--- config.mk ---
export PLATFORM = sky130hd
export DESIGN_NAME = byte_serial_adder32
export DESIGN_NICKNAME = d
export VERILOG_FILES = /design/src/rtl/byte_serial_adder32.sv
export SDC_FILE = /design/constraint.sdc
export NUM_CORES = 1
export LEC_CHECK = 0
export ABC_AREA = 1
export CAP_MARGIN = 5
export CORE_MARGIN = 5
export CORE_UTILIZATION = 54
export DETAILED_ROUTE_END_ITERATION = 10
export PLACE_DENSITY_LB_ADDON = 0.1
export SLEW_MARGIN = 0
export SYNTH_ARGS = -nofsm -noshare
export SYNTH_HDL_FRONTEND = slang
export SYNTH_SLANG_ARGS = --single-unit
--- constraint.sdc ---
create_clock -name clk -period 7 [get_ports clk]
set_clock_uncertainty 0.1 [all_clocks]
set_input_delay 0.7 -clock clk [delete_from_list [all_inputs] [get_ports clk]]
set_output_delay 0.7 -clock clk [all_outputs]
set_load 0.01 [all_outputs]
--- src/rtl/byte_serial_adder32.sv ---
`default_nettype none
// ============================================================================
// Module   : byte_serial_adder32
// Brief    : Wide adder that processes one byte per clock through a single
//            8-bit add-with-carry slice, registering the carry between bytes.
// Revision : 1.0 - initial release
// ============================================================================
module byte_serial_adder32 #(
    parameter int NBYTES = 4
) (
    input  logic                  clk,
    input  logic                  rst,
    input  logic                  start,
    input  logic [8*NBYTES-1:0]   a,
    input  logic [8*NBYTES-1:0]   b,
    input  logic                  cin,
    output logic                  busy,
    output logic                  done,
    output logic [8*NBYTES-1:0]   sum,
    output logic                  cout
);

    localparam int W    = 8 * NBYTES;
    localparam int IDXW = (NBYTES > 1) ? $clog2(NBYTES) : 1;
    localparam logic [IDXW-1:0] LAST_IDX = IDXW'(NBYTES - 1);

    typedef enum logic [1:0] {
        ST_IDLE = 2'd0,
        ST_RUN  = 2'd1,
        ST_DONE = 2'd2
    } state_t;

    state_t            state;
    logic [IDXW-1:0]   idx;
    logic              c;
    logic [W-1:0]      a_reg;
    logic [W-1:0]      b_reg;

    logic [7:0]        a_byte;
    logic [7:0]        b_byte;
    logic [8:0]        byte_res;

    // Operands are viewed as byte lanes so the active lane is a plain index.
    logic [7:0]        a_lane [NBYTES];
    logic [7:0]        b_lane [NBYTES];

    for (genvar i = 0; i < NBYTES; i++) begin : g_lane
        assign a_lane[i] = a_reg[8*i +: 8];
        assign b_lane[i] = b_reg[8*i +: 8];
    end

    always_comb begin
        a_byte   = a_lane[idx];
        b_byte   = b_lane[idx];
        byte_res = {1'b0, a_byte} + {1'b0, b_byte} + {8'd0, c};
    end

    always_ff @(posedge clk or posedge rst) begin
        if (rst) begin
            state <= ST_IDLE;
            idx   <= '0;
            c     <= 1'b0;
            a_reg <= '0;
            b_reg <= '0;
            sum   <= '0;
            cout  <= 1'b0;
            busy  <= 1'b0;
            done  <= 1'b0;
        end else begin
            case (state)
                ST_IDLE: begin
                    if (start) begin
                        a_reg <= a;
                        b_reg <= b;
                        c     <= cin;
                        idx   <= '0;
                        sum   <= '0;
                        cout  <= 1'b0;
                        busy  <= 1'b1;
                        state <= ST_RUN;
                    end
                end
                ST_RUN: begin
                    sum[{idx, 3'b000} +: 8] <= byte_res[7:0];
                    c                       <= byte_res[8];
                    if (idx == LAST_IDX) begin
                        cout  <= byte_res[8];
                        busy  <= 1'b0;
                        done  <= 1'b1;
                        state <= ST_DONE;
                    end else begin
                        idx <= idx + IDXW'(1);
                    end
                end
                ST_DONE: begin
                    done  <= 1'b0;
                    state <= ST_IDLE;
                end
                default: begin
                    busy  <= 1'b0;
                    done  <= 1'b0;
                    state <= ST_IDLE;
                end
            endcase
        end
    end

endmodule
`default_nettype wire

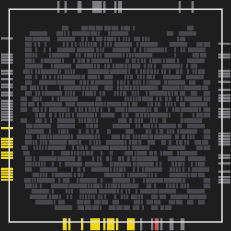
(images/pinout.png)
Drawn at 2 px/um. Pins as bars across the die edge, other pins in grey.
a -> yellow  # pins 32, direction input, edge 19 bottom, 13 left
cout -> red  # pins 1, direction output, edge bottom

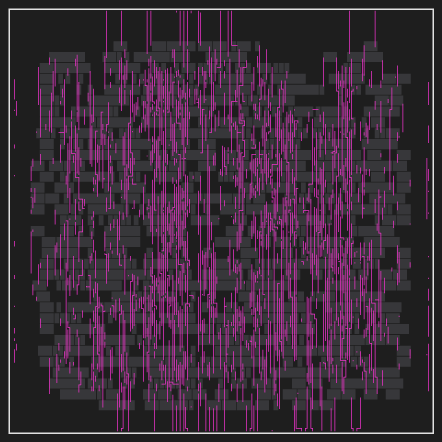
(images/m2.png)
Drawn at 4 px/um. Cells faint in the background.
share of all routed wire = 47%
wire length on this layer = 5790 um
longest straight run = 41.3 um
Vias: 4405
final wirelength: 12.4 mm
met2 usage in global routing: 0.368

==> impl_metrics.csv <==
group,metric,value,unit
setup_path,path_common_cell,"nand2_1",
grt,grt_use_total,0.232,
routing,met3_wirelength,791,um
routing,drt_iter0_markers,277,
synth,yosys-stat-area,0.00494,sq mm
grt,grt_pass1_wl,21.2,mm
final_layout,fillers,700,
routing,via_per_inst,5.38,
grt,met3_usage,0.0465,
clock_tree,cts_tree,"done",
die,core,0.00881,sq mm
grt,grt_max_degree,71,
final_timing,fmax,305,MHz
final_layout,drive_gt1_frac,0.0534,
synth,edf_count,0,
setup_path,cp.required,7160,ps
die,fp.dieW,106,um
power,vdd_drop_max,232,uV
final_timing,hold_slack,391,ps
routing,routedWlPerCell,15.1,um
setup_path,cp-end-kind,"register",
synth,numSynthFlops,104,
synth,most_common_cell,"nand2_1",
run_status,outcome,"finished clean",
die,num_rows,34,
routing,wl_met1,5.32,mm
setup_path,arrival,3440,ps
clock_tree,cts_buffer_depth,2,
grt,grt_pass1_vias,4444,
final_timing,tns,0,ps
clock_tree,clk_pin_slew,100,ps
routing,first_pass_iters,6,
routing,top_layer,"met4",
final_timing,tightestPinTransition,1040,ps
clock_tree,cts_setup_buffers,0,
final_timing,period_used_share,0.469,
die,fp_util,0.561,
die,die_h,106,um
setup_path,crit_path_max_fanout,20,
routing,met2_length,5.79,mm
setup_path,r2r_cells,15,
synth,synth.logic.top_family,"simple AND/OR/NAND/NOR gates",
final_layout,syn_to_final_growth,25.7,%
synth,flop_cell,"dfrtp_1",
setup_path,critPathLaunchType,"register",
setup_path,max_stage_delay,710,ps
synth,aoi_share,0.0902,
synth,yosys-stat-cells,616,
min_path,whs_path_depth,2,
synth,mux_area_frac,0,
clock_tree,cts_root_buf,"clkbuf_8",
clock_tree,clk_latency,370,ps
synth,yosysWarnings,0,
grt,antenna_found_initial,0,
## stage by stage
step                 util  std cells  setup WS [ps]  total power [mW]  cell area (sq um)
finish              0.704        819           3720              3.11               6200
global route        0.704        819           3410              3.36               6200
detailed placement  0.681        804           3690              2.68               5990
CTS                 0.704        819           3800              3.10               6200
global placement    0.681        804           3700              2.63               5990
floorplan               -        616           3470              2.16               4940
## worst max-delay path: cells and delay by family, from the launching register on
family,cells,cell delay (ps)
DFF,1,710
buffers and inverters,3,720
adders and majority gates,2,620
and+or+nand+nor,8,630
AOI/OAI and AO/OA,2,360
## path summary, 6_finish.rpt
| check | end | slack, ps |
|---|---|---|
| setup / recovery | sum[30] | 3720 |
| hold / removal | sum[11] | 390 |
| setup reg to reg | sum[30] | 3720 |
| hold reg to reg | sum[11] | 390 |
| max in group asynchronous | b_reg[28] | 5020 |
| min in group asynchronous | sum[24] | 600 |
## final cells by class
| type | instances | area share |
|---|---|---|
| Inverter | 41 | 0.0252 |
| Sequential cell | 104 | 0.420 |
| Tap cell | 108 | 0.0218 |
| Multi-Input combinational cell | 446 | 0.331 |
| Timing Repair Buffer | 105 | 0.168 |
| Clock inverter | 5 | 0.0131 |
| Clock buffer | 10 | 0.0206 |
## report_power, final
part           total, mW  switching [mW]  internal, mW
Clock              0.404           0.204         0.201
Combinational       1.70            1.08         0.621
Sequential          1.01           0.159         0.847
## logic make-up (layout without fill, tap and decap cells)
family | after synthesis | in the layout
adder cells (fa/ha/maj) | 13 | 13
AND/OR/NAND/NOR | 351 | 351
XOR/XNOR | 3 | 3
flip-flops | 104 | 104
buffers and inverters | 66 | 161
AND-OR/OR-AND | 79 | 79
Power and IR drop assume default switching activity.
